### src/rtl/ctr_mode_sched_pkg.sv
// Shared types and defaults for the shift-counter mode scheduler.
// The state enum, parameter defaults, requester indices and counter width helper live here.
package ctr_mode_sched_pkg;

    typedef enum logic [1:0] {
        IDLE  = 2'd0,
        RESET = 2'd1,
        RUN   = 2'd2,
        GAP   = 2'd3
    } state_e;

    localparam int DEF_W          = 4;
    localparam int DEF_RST_CYCLES = 2;
    localparam int DEF_BURST_LEN  = 15;
    localparam int DEF_GAP_CYCLES = 5;

    localparam logic REQ_JOHNSON = 1'b0;
    localparam logic REQ_RING    = 1'b1;

    // One down-counter serves every timed state, so size it for the longest one.
    function automatic int cnt_width(input int a, input int b, input int c);
        int m;
        m = a;
        if (b > m) m = b;
        if (c > m) m = c;
        return $clog2(m + 1);
    endfunction

endpackage

### src/rtl/ctr_rr_arb.sv
// Two-way round-robin pick. The pointer names the preferred requester,
// and the other requester is chosen only when the preferred one is not requesting.
module ctr_rr_arb (
    input  logic [1:0] req,
    input  logic       ptr,
    output logic [1:0] pick,
    output logic       idx,
    output logic       valid
);

    always_comb begin
        idx   = ptr;
        pick  = 2'b00;
        valid = |req;
        if (!req[ptr]) idx = ~ptr;
        if (req[idx]) pick = (idx == 1'b1) ? 2'b10 : 2'b01;
    end

endmodule

### src/rtl/ctr_mode_sched.sv
// Shares one shift counter between two requesters. Each grant holds the counter in reset,
// sets its mode, runs a fixed burst, captures the final value, then idles for a gap.
module ctr_mode_sched
    import ctr_mode_sched_pkg::*;
#(
    parameter int W          = DEF_W,
    parameter int RST_CYCLES = DEF_RST_CYCLES,
    parameter int BURST_LEN  = DEF_BURST_LEN,
    parameter int GAP_CYCLES = DEF_GAP_CYCLES
) (
    input  logic         clk,
    input  logic         rstn,
    input  logic [1:0]   req,
    input  logic [W-1:0] ctr_out,
    output logic         ctr_rstn,
    output logic         ctr_sel,
    output logic [1:0]   gnt,
    output logic         busy,
    output logic [1:0]   done,
    output logic [1:0]   abort,
    output logic [W-1:0] last_out
);

    localparam int CW = cnt_width(RST_CYCLES, BURST_LEN, GAP_CYCLES);

    state_e         state_q, state_d;
    logic [CW-1:0]  cnt_q, cnt_d;
    logic [1:0]     gnt_q, gnt_d;
    logic           ctr_rstn_q, ctr_rstn_d;
    logic           ctr_sel_q, ctr_sel_d;
    logic           busy_q, busy_d;
    logic [1:0]     done_q, done_d;
    logic [1:0]     abort_q, abort_d;
    logic [W-1:0]   last_out_q, last_out_d;
    logic           ptr_q, ptr_d;

    logic [1:0]     arb_pick;
    logic           arb_idx;
    logic           arb_valid;

    ctr_rr_arb u_arb (
        .req   (req),
        .ptr   (ptr_q),
        .pick  (arb_pick),
        .idx   (arb_idx),
        .valid (arb_valid)
    );

    // ctr_sel doubles as the owner index while a grant is active.
    always_comb begin
        state_d    = state_q;
        cnt_d      = cnt_q;
        gnt_d      = gnt_q;
        ctr_rstn_d = ctr_rstn_q;
        ctr_sel_d  = ctr_sel_q;
        done_d     = 2'b00;
        abort_d    = 2'b00;
        last_out_d = last_out_q;
        ptr_d      = ptr_q;

        case (state_q)
            IDLE: begin
                ctr_rstn_d = 1'b0;
                if (arb_valid) begin
                    state_d   = RESET;
                    gnt_d     = arb_pick;
                    ctr_sel_d = arb_idx;
                    cnt_d     = CW'(RST_CYCLES - 1);
                end
            end
            RESET, RUN: begin
                if (!req[ctr_sel_q]) begin
                    state_d             = GAP;
                    abort_d[ctr_sel_q]  = 1'b1;
                    gnt_d               = 2'b00;
                    ctr_rstn_d          = 1'b0;
                    ptr_d               = ~ctr_sel_q;
                    cnt_d               = CW'(GAP_CYCLES - 1);
                end else if (cnt_q != '0) begin
                    cnt_d = cnt_q - 1'b1;
                end else if (state_q == RESET) begin
                    state_d    = RUN;
                    ctr_rstn_d = 1'b1;
                    cnt_d      = CW'(BURST_LEN - 1);
                end else begin
                    state_d            = GAP;
                    last_out_d         = ctr_out;
                    done_d[ctr_sel_q]  = 1'b1;
                    gnt_d              = 2'b00;
                    ctr_rstn_d         = 1'b0;
                    ptr_d              = ~ctr_sel_q;
                    cnt_d              = CW'(GAP_CYCLES - 1);
                end
            end
            GAP: begin
                if (cnt_q != '0) cnt_d = cnt_q - 1'b1;
                else state_d = IDLE;
            end
            default: state_d = IDLE;
        endcase

        busy_d = (state_d != IDLE);
    end

    always_ff @(posedge clk or negedge rstn) begin
        if (!rstn) begin
            state_q    <= IDLE;
            cnt_q      <= '0;
            gnt_q      <= 2'b00;
            ctr_rstn_q <= 1'b0;
            ctr_sel_q  <= REQ_JOHNSON;
            busy_q     <= 1'b0;
            done_q     <= 2'b00;
            abort_q    <= 2'b00;
            last_out_q <= '0;
            ptr_q      <= REQ_JOHNSON;
        end else begin
            state_q    <= state_d;
            cnt_q      <= cnt_d;
            gnt_q      <= gnt_d;
            ctr_rstn_q <= ctr_rstn_d;
            ctr_sel_q  <= ctr_sel_d;
            busy_q     <= busy_d;
            done_q     <= done_d;
            abort_q    <= abort_d;
            last_out_q <= last_out_d;
            ptr_q      <= ptr_d;
        end
    end

    assign ctr_rstn = ctr_rstn_q;
    assign ctr_sel  = ctr_sel_q;
    assign gnt      = gnt_q;
    assign busy     = busy_q;
    assign done     = done_q;
    assign abort    = abort_q;
    assign last_out = last_out_q;

endmodule
### config.mk
export PLATFORM = sky130hd
export DESIGN_NAME = ctr_mode_sched
export DESIGN_NICKNAME = d
export VERILOG_FILES = /design/src/rtl/ctr_mode_sched_pkg.sv /design/src/rtl/ctr_rr_arb.sv /design/src/rtl/ctr_mode_sched.sv
export SDC_FILE = /design/constraint.sdc
export NUM_CORES = 1
export LEC_CHECK = 0
export CORE_UTILIZATION = 46
export DETAILED_ROUTE_END_ITERATION = 12
export GPL_TIMING_DRIVEN = 0
export PLACE_DENSITY = 0.79
export SETUP_SLACK_MARGIN = 0.3
export SLEW_MARGIN = 20
export SYNTH_ARGS = -nofsm -noshare
export SYNTH_HDL_FRONTEND = slang
export SYNTH_HIERARCHICAL = 1
export SYNTH_SLANG_ARGS = --single-unit
### constraint.sdc
create_clock -name clk -period 1.81 [get_ports clk]
set_clock_uncertainty 0.1 [all_clocks]
set_input_delay 0.2715 -clock clk [delete_from_list [all_inputs] [get_ports clk]]
set_output_delay 0.2715 -clock clk [all_outputs]
set_load 0.01 [all_outputs]
==> impl_metrics.tcl, run 1 <==
# implementation run metrics
set metrics [dict create \
    status "complete, no violations" \
    io_buffers 20 \
    end_kind "register" \
    grt_antenna_before_repair 0 \
    comb_area_sq_um 664 \
    slew_viol_final 0 \
    post-route-min-period_ns 1.76 \
    dominant-cell-class "multi-input combinational cells" \
    dp_hpwl_um 1720 \
    cts_buffer_depth 2 \
    initial_core_util_pct 49.8 \
    powerDensity_nw_per_um2 2060 \
    cts_inserted_buffers 3 \
    drtIter0Drc 27 \
    static-leakage-power_nw 0.770 \
    clkSinkCount 20 \
    clkbuf_count 3 \
    cp_max_fo 6 \
    drive_gt1_share_pct 36.9 \
    cts-root-buf "clkbuf_4" \
    num-multi-input-gates 76 \
    power_mw 3.38 \
    nets 162 \
    grt_pass1_vias 956 \
    vias 996 \
    crit_required_ns 1.92 \
    reg2reg_depth 4 \
    taps 28 \
    rows 17 \
    yosysWarningCount 6 \
    post_cts_resized 28 \
    gp_congestion 0.860 \
    ant_nets 0 \
    ys_seq_share_pct 44.6 \
    yosys-stat-cells 106 \
    diodes 0 \
    clock_latency_ns 0.32 \
    edf_count 0 \
    hold_violations 0 \
    syn_inst 106 \
    nFlopsAndLatches 20 \
    ys.flops 20 \
    fillers 163 \
    finalSetupViolations 0 \
    fmax_mhz 567 \
    tightest_slew_ns 0.885 \
    dr.pass1.iters 4 \
    drc 0 \
    cts-htree-levels 1 \
    cts_tree "done" \
    num_io_pins 21 \
    cts.clk_slew.worst_paths_ns 0.13 \
    die_area_sq_um 2640 \
    vias_per_cell 5.63 \
    fin_crit_sh_pct 97.5 \
    dp_cells 154 \
    ys.flop_type "dfrtp_1" \
    fp.dieW_um 51.4 \
    chipHeight_um 51.4 \
    drv_cap 0 \
    syn_avg_cell_area_sq_um 10.6 \
    grt_max_degree 21 \
    openroad.warnings 31 \
    floorplan.nets 118 \
    min_path_type "in2async" \
    irDropWorstVdd_mv 1.39 \
    grt_pass1_wl_um 4550 \
    inv_count 7 \
    syn2layout_area_growth_pct 46.2 \
    clkCellAreaFrac_pct 3.20 \
    signal_buffers 42 \
    grt-ovfl-total 0 \
    buffer_area_share_pct 22.0 \
    cp.arrival_ns 1.87 \
    async_flop_share_pct 100 \
    critPathLaunchType "register" \
    ys_area_sq_um 1120 \
    postCtsHoldBufs 0 \
    finalNonFillerCells 177 \
    netlist_area_sq_um 1120 \
    grt_setup_unrepaired "true" \
    core-area_sq_um 2250 \
    maxSlewHeadroom_pct 40.8 \
    crit_type "reg2reg" \
    post-cts-setup-buffers 14 \
    synth_cell_type_count 41 \
]
-- run 1: registers in the layout, summed over array words and instances, names as in the netlist --
name,cells
abort,2
busy,1
cnt_q,4
ctr_rstn,1
ctr_sel,1
done,2
gnt,2
last_out,4
ptr_q,1
state_q,2
-- run 1: stage by stage --
stage          setup TNS (ns)  setup WS, ns  hold slack (ns)  cell area, sq um  util [%]
6_report                    0        0.0459            0.337              1640      72.8
3_5_place_dp           -0.565        -0.146            0.391              1390      61.8
5_1_grt                     0        0.0151            0.422              1640      72.8
4_1_cts                     0        0.0476            0.379              1590      70.6
2_1_floorplan               0         0.185           -0.124              1160         -
3_3_place_gp          -0.0943       -0.0471            0.391              1390      61.8
-- run 1: power breakdown --
group | total, mW | switching [mW] | internal [mW] | leakage [nW]
sequential | 0.779 | 0.140 | 0.639 | 0.252
combinational | 2.22 | 1.04 | 1.18 | 0.490
clock | 0.377 | 0.153 | 0.224 | 0.0279
-- run 1: cells in the final DEF, fill, tap and decap left out, types with 2 or more instances in the layout --
cell	count
nor2b_1	2
inv_2	3
dlygate4sd2_1	13
o21ai_1	2
ha_4	3
nor2_2	3
mux2_4	5
inv_1	4
a31oi_1	3
mux2_2	2
buf_4	18
a21oi_1	2
o2bb2ai_1	2
nand2_1	7
clkbuf_4	3
buf_6	2
o21ai_0	4
mux2i_1	3
nor3_1	2
nand2b_1	3
clkdlybuf4s50_1	7
dfrtp_1	19
nor2_1	5
-- run 1: worst paths after layout --
path                                   from           to  slack, ns
worst max-delay path             state_q[0]  last_out[3]       0.05
min in group clk                last_out[2]  last_out[2]       0.41
worst min-delay path                   rstn        ptr_q       0.34
worst max register to register   state_q[0]  last_out[3]       0.05
worst min register to register  last_out[2]  last_out[2]       0.41
max in group asynchronous              rstn   state_q[0]       0.68
-- run 1: cell families after synthesis --
| family | share of synthesized area (%) |
|---|---|
| AND-OR/OR-AND | 15.4 |
| adder cells (fa/ha/maj) | 4.46 |
| buffers and inverters | 3.46 |
| flip-flops | 44.6 |
| multiplexers | 11.0 |
| AND/OR/NAND/NOR | 21.1 |
-- run 1: worst max-delay path, stage by stage (launching register included) --
cell and delay, ns:
dfrtp_2 0.47, ha_4 0.19, nor4b_4 0.36, nand3_4 0.19, mux2_4 0.34
-- run 1: routing by layer --
layer,up-vias,global-route usage [%],share of wire (%)
li1,468,-,-
met3,7,3.27,4.8
met4,0,10.8,2.0
met5,-,0,0
met2,37,37.0,49
met1,484,32.8,44
-- run 1: Yosys cell counts, drive strengths merged, types with 2 or more instances --
cell | n | area share (%)
dfrtp | 20 | 45
nor2 | 9 | 3.2
nand2 | 8 | 2.7
inv | 7 | 2.3
mux2 | 7 | 8.4
o21ai | 6 | 2.7
ha | 4 | 4.5
a21oi | 3 | 1.3
a31oi | 3 | 1.7
mux2i | 3 | 2.7
nand2b | 3 | 1.7
nand3 | 3 | 2.5
nor2b | 3 | 1.7
clkbuf | 2 | 0.67
nor3 | 2 | 0.89
nor3b | 2 | 2.3
nor4b | 2 | 2.9
o2bb2ai | 2 | 1.6
==> run_1/logic_types.png <==
The bar under the picture is 20 um long.
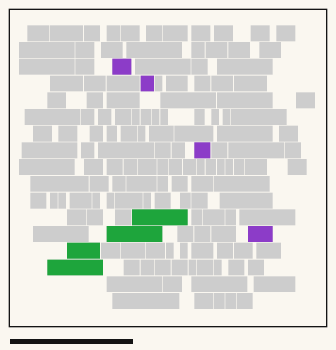
- AND and OR gates: purple (cells 4)
- adder and majority cells: green (cells 4)
Top cell excl fill/tap: dfrtp_1
fraction of area in multi-input gates: 40.5%

==> run_1/congestion.png <==
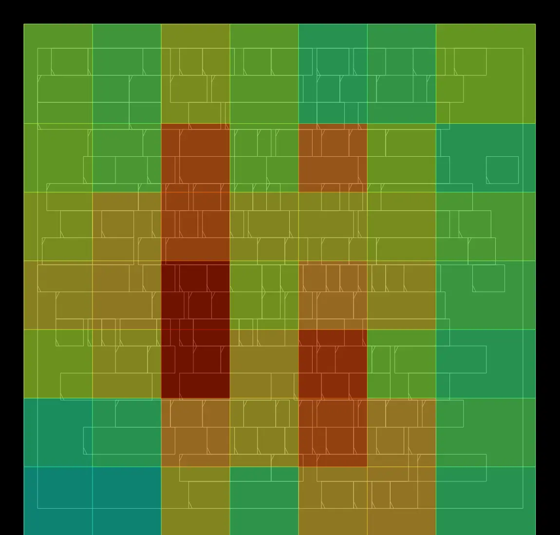
GR Util met3: 3.27%
GRT Resource Usage Total: 23.9%

==> run_1/wires.png <==
The bar under the picture is 20 um long.
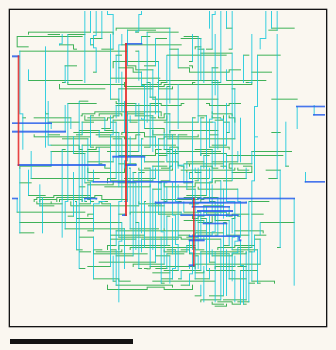
- metal 3: blue (wire length 136 um)
- metal 4: red (wire length 56.4 um)
- metal 1: green (wire length 1240 um)
- metal 2: cyan (wire length 1390 um)
drt total wl: 2820 um
average wire per standard cell: 15.9 um

==> run_1/flops_by_reg.png <==
The bar under the picture is 20 um long. Other sequential cells in the stronger gray, the rest of the logic in the fainter gray.
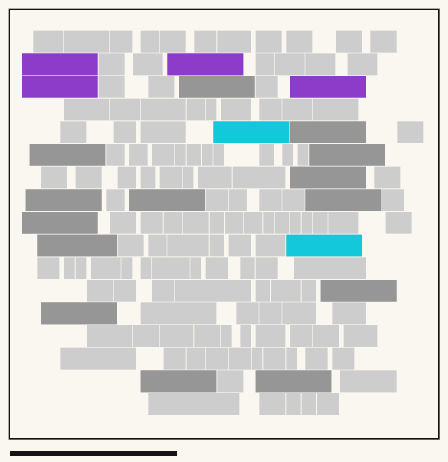
- done: cyan (placed flops 2)
- last_out: purple (placed flops 4)
FF+latch area: 502 sq um
P_seq: 0.779 mW
final core occ: 72.8%
flop share of the area: 30.6%

==> inputs of run 2 (changes only) <==
- CORE_MARGIN: not set -> 2
- CTS_CLUSTER_DIAMETER: not set -> 50
==> run_2/flops_by_reg.png <==
The bar under the picture is 20 um long. Other sequential cells in the stronger gray, the rest of the logic in the fainter gray.
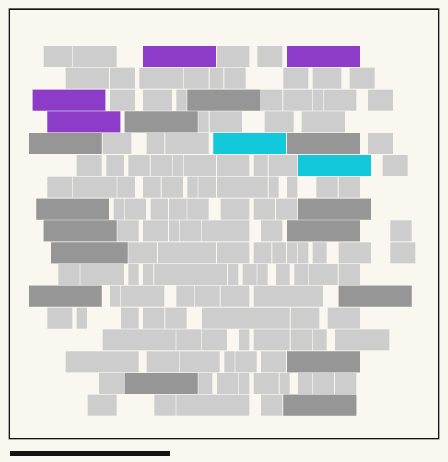
- last_out: purple (placed flops 4)
- done: cyan (placed flops 2)
- not colored: 14
flop share of the area: 29.5%
P_seq: 0.789 mW
final core occ: 75.5%

==> run 2 against run 1 <==
Final area up 3.8%. First-iteration DRC count down 48%. Fmax up 0.17%. Final cell count unchanged. Sequential share of layout area down 1.1 points. Wire length up 4.6%. Hold slack better by 0.031 ns. Critical path type unchanged.
==> impl_metrics.tcl, run 2 <==
# implementation run metrics
set metrics [dict create \
    finalNonFillerCells 177 \
    ys.flops 20 \
    grt_max_degree 21 \
    critPathSlowestCell "dfrtp_1" \
    ys_seq_share_pct 44.6 \
    top_cell "dfrtp_1" \
    nets 162 \
    top_usage_layer "met2" \
    syn_inst 106 \
    cts.clk_slew.worst_paths_ns 0.12 \
    fp.dieW_um 53.4 \
    ys.flop_type "dfrtp_1" \
    ys_area_sq_um 1120 \
    cpPeakStageDelay_ns 0.41 \
    wirelength_um 2950 \
    grt_setup_unrepaired "true" \
    gp_congestion 0.841 \
    yosysTopAreaCell "dfrtp_1" \
    initial_core_util_pct 49.8 \
    syn_avg_cell_area_sq_um 10.6 \
    syn2layout_area_growth_pct 51.7 \
    fillers 150 \
    chipHeight_um 53.4 \
    irDropWorstVdd_mv 1.39 \
    cp.arrival_ns 1.87 \
    seqCellArea_sq_um 502 \
    cts_buffer_depth 2 \
    ant_nets 0 \
    drive_gt1_share_pct 38.9 \
    critPathLaunchType "register" \
    grt_pass1_vias 1000 \
    comb_area_sq_um 706 \
    drc 0 \
    hold_violations 0 \
    path_delay_family "flip-flops" \
    yosys-stat-cells 106 \
    edf_count 0 \
    fin_crit_sh_pct 97.3 \
    static-leakage-power_nw 0.795 \
    final_common_cell "dfrtp_1" \
    vias_per_cell 5.66 \
    finalSetupViolations 0 \
    grtUsageMet3_pct 3.39 \
    grt_antenna_before_repair 0 \
    fmax_mhz 568 \
    cts_inserted_buffers 3 \
    core-area_sq_um 2250 \
    grt_pass1_wl_um 4490 \
    grt.met2_usage_pct 37.0 \
    status "complete, no violations" \
    routedWlPerCell_um 16.7 \
    min_path_type "in2async" \
    drtIter0Drc 14 \
    crit_required_ns 1.92 \
    dp_hpwl_um 1690 \
    crit_buf_inv 2 \
    top_cells_by_count "dfrtp_1 (20), nand2_1 (8), nor2_1 (8), inv_1 (7), o21ai_0 (6)" \
    mostFrequentLayoutCells "dfrtp_1 (19), buf_4 (16), dlygate4sd2_1 (13)" \
    clock_latency_ns 0.31 \
    io_buffers 20 \
    clkSinkCount 20 \
    tns_ns 0 \
    cp_max_fo 4 \
    top_area_share_pct 44.6 \
    synth.area.top_cells "dfrtp_1 (45%), mux2_4 (5.4%), ha_1 (4.5%)" \
    openroad.warnings 31 \
    tightest_slew_ns 0.937 \
    async_flop_share_pct 100 \
    netlist_area_sq_um 1120 \
    floorplan.nets 118 \
    setup_slack_ns 0.0489 \
    place_ws_ns -0.0693 \
    use_met1_pct 27.4 \
    rows 17 \
    drv_cap 0 \
    crit_type "reg2reg" \
    path_cells "inv_2 > ha_4 > nor4b_4 > buf_4 > o21a_1 > mux2_4" \
    maxSlewHeadroom_pct 37.4 \
    yosysWarningCount 6 \
    cts-htree-levels 1 \
    num_io_pins 21 \
    end_kind "register" \
    powerDensity_nw_per_um2 2160 \
    slew_viol_final 0 \
    diodes 0 \
    die_area_sq_um 2850 \
    track_usage_pct 22.2 \
    cts-root-buf "clkbuf_4" \
    dr.pass1.iters 4 \
    synth_cell_type_count 41 \
    dp_cells 154 \
]
==> run_2/detail.png <==
The bar under the picture is 5 um long. Region (17, 27) to (37, 47) um. Cells in gray, sequential cells in the stronger gray; small squares are vias.
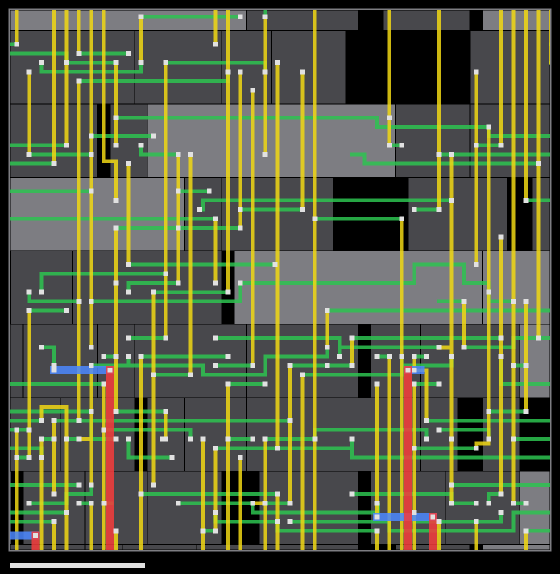
- metal 4: red
- metal 1: green
- metal 2: yellow
- metal 3: blue
- cells with their middle in the window: 36
- sequential cells in the window: 3
- most frequent: buf_4 (3), dfrtp_1 (3), clkdlybuf4s50_1 (3)

[run 2: cell type report]
class | instances | share of cell area, %
plain buffers | 3 | 2.35
inverters | 7 | 1.54
well taps | 28 | 2.06
clock buffers | 3 | 1.32
clock inverters | 1 | 1.76
multi-input cells | 76 | 41.4
repair buffers | 39 | 20.1
flip-flops and latches | 20 | 29.5
[run 2: repair_timing]
item	CTS	global route
hold buffers	0	0
setup endpoints to repair	30	17
buffers inserted	15	4
resized	35	10
pin swaps	11	7
cloned	0	0
[run 2: path summary, 6_finish.rpt]
| check | start | endpoint | cells past startpoint |
|---|---|---|---|
| setup / recovery | state_q[1] | ptr_q | 6 |
| hold reg to reg | last_out[1] | last_out[1] | 1 |
| min in group clk | last_out[1] | last_out[1] | 1 |
| max in group asynchronous | rstn | state_q[0] | 1 |
| setup reg to reg | state_q[1] | ptr_q | 6 |
| hold / removal | rstn | busy | 1 |
[run 2: layer usage]
layer	vias to the layer above	share of wire (%)
met2	25	50
met3	13	3.0
met4	0	3.5
li1	466	-
met5	-	0
met1	497	43
[run 2: where the power goes]
group          leakage [nW]  switching (mW)  internal, mW
logic                 0.516            1.15          1.36
registers             0.252           0.150         0.639
clock network        0.0279           0.148         0.224
[run 2: stage by stage]
stage	hold WS (ns)	instance area (sq um)	power (mW)
after floorplan	-0.124	1160	2.01
after global placement	0.390	1390	2.44
after detailed placement	0.396	1390	2.50
after global routing	0.427	1700	3.89
after CTS	0.383	1630	3.37
final	0.368	1700	3.67
[run 2: kinds of logic (layout without fill, tap and decap cells)]
| kind of cell | Yosys count | after routing | synth area share (%) |
|---|---|---|---|
| AND-OR/OR-AND | 25 | 25 | 15.4 |
| adder cells (fa/ha/maj) | 4 | 4 | 4.46 |
| buffers and inverters | 10 | 53 | 3.46 |
| flip-flops | 20 | 20 | 44.6 |
| multiplexers | 10 | 10 | 11.0 |
| AND/OR/NAND/NOR | 37 | 37 | 21.1 |
Power and IR drop assume default switching activity.
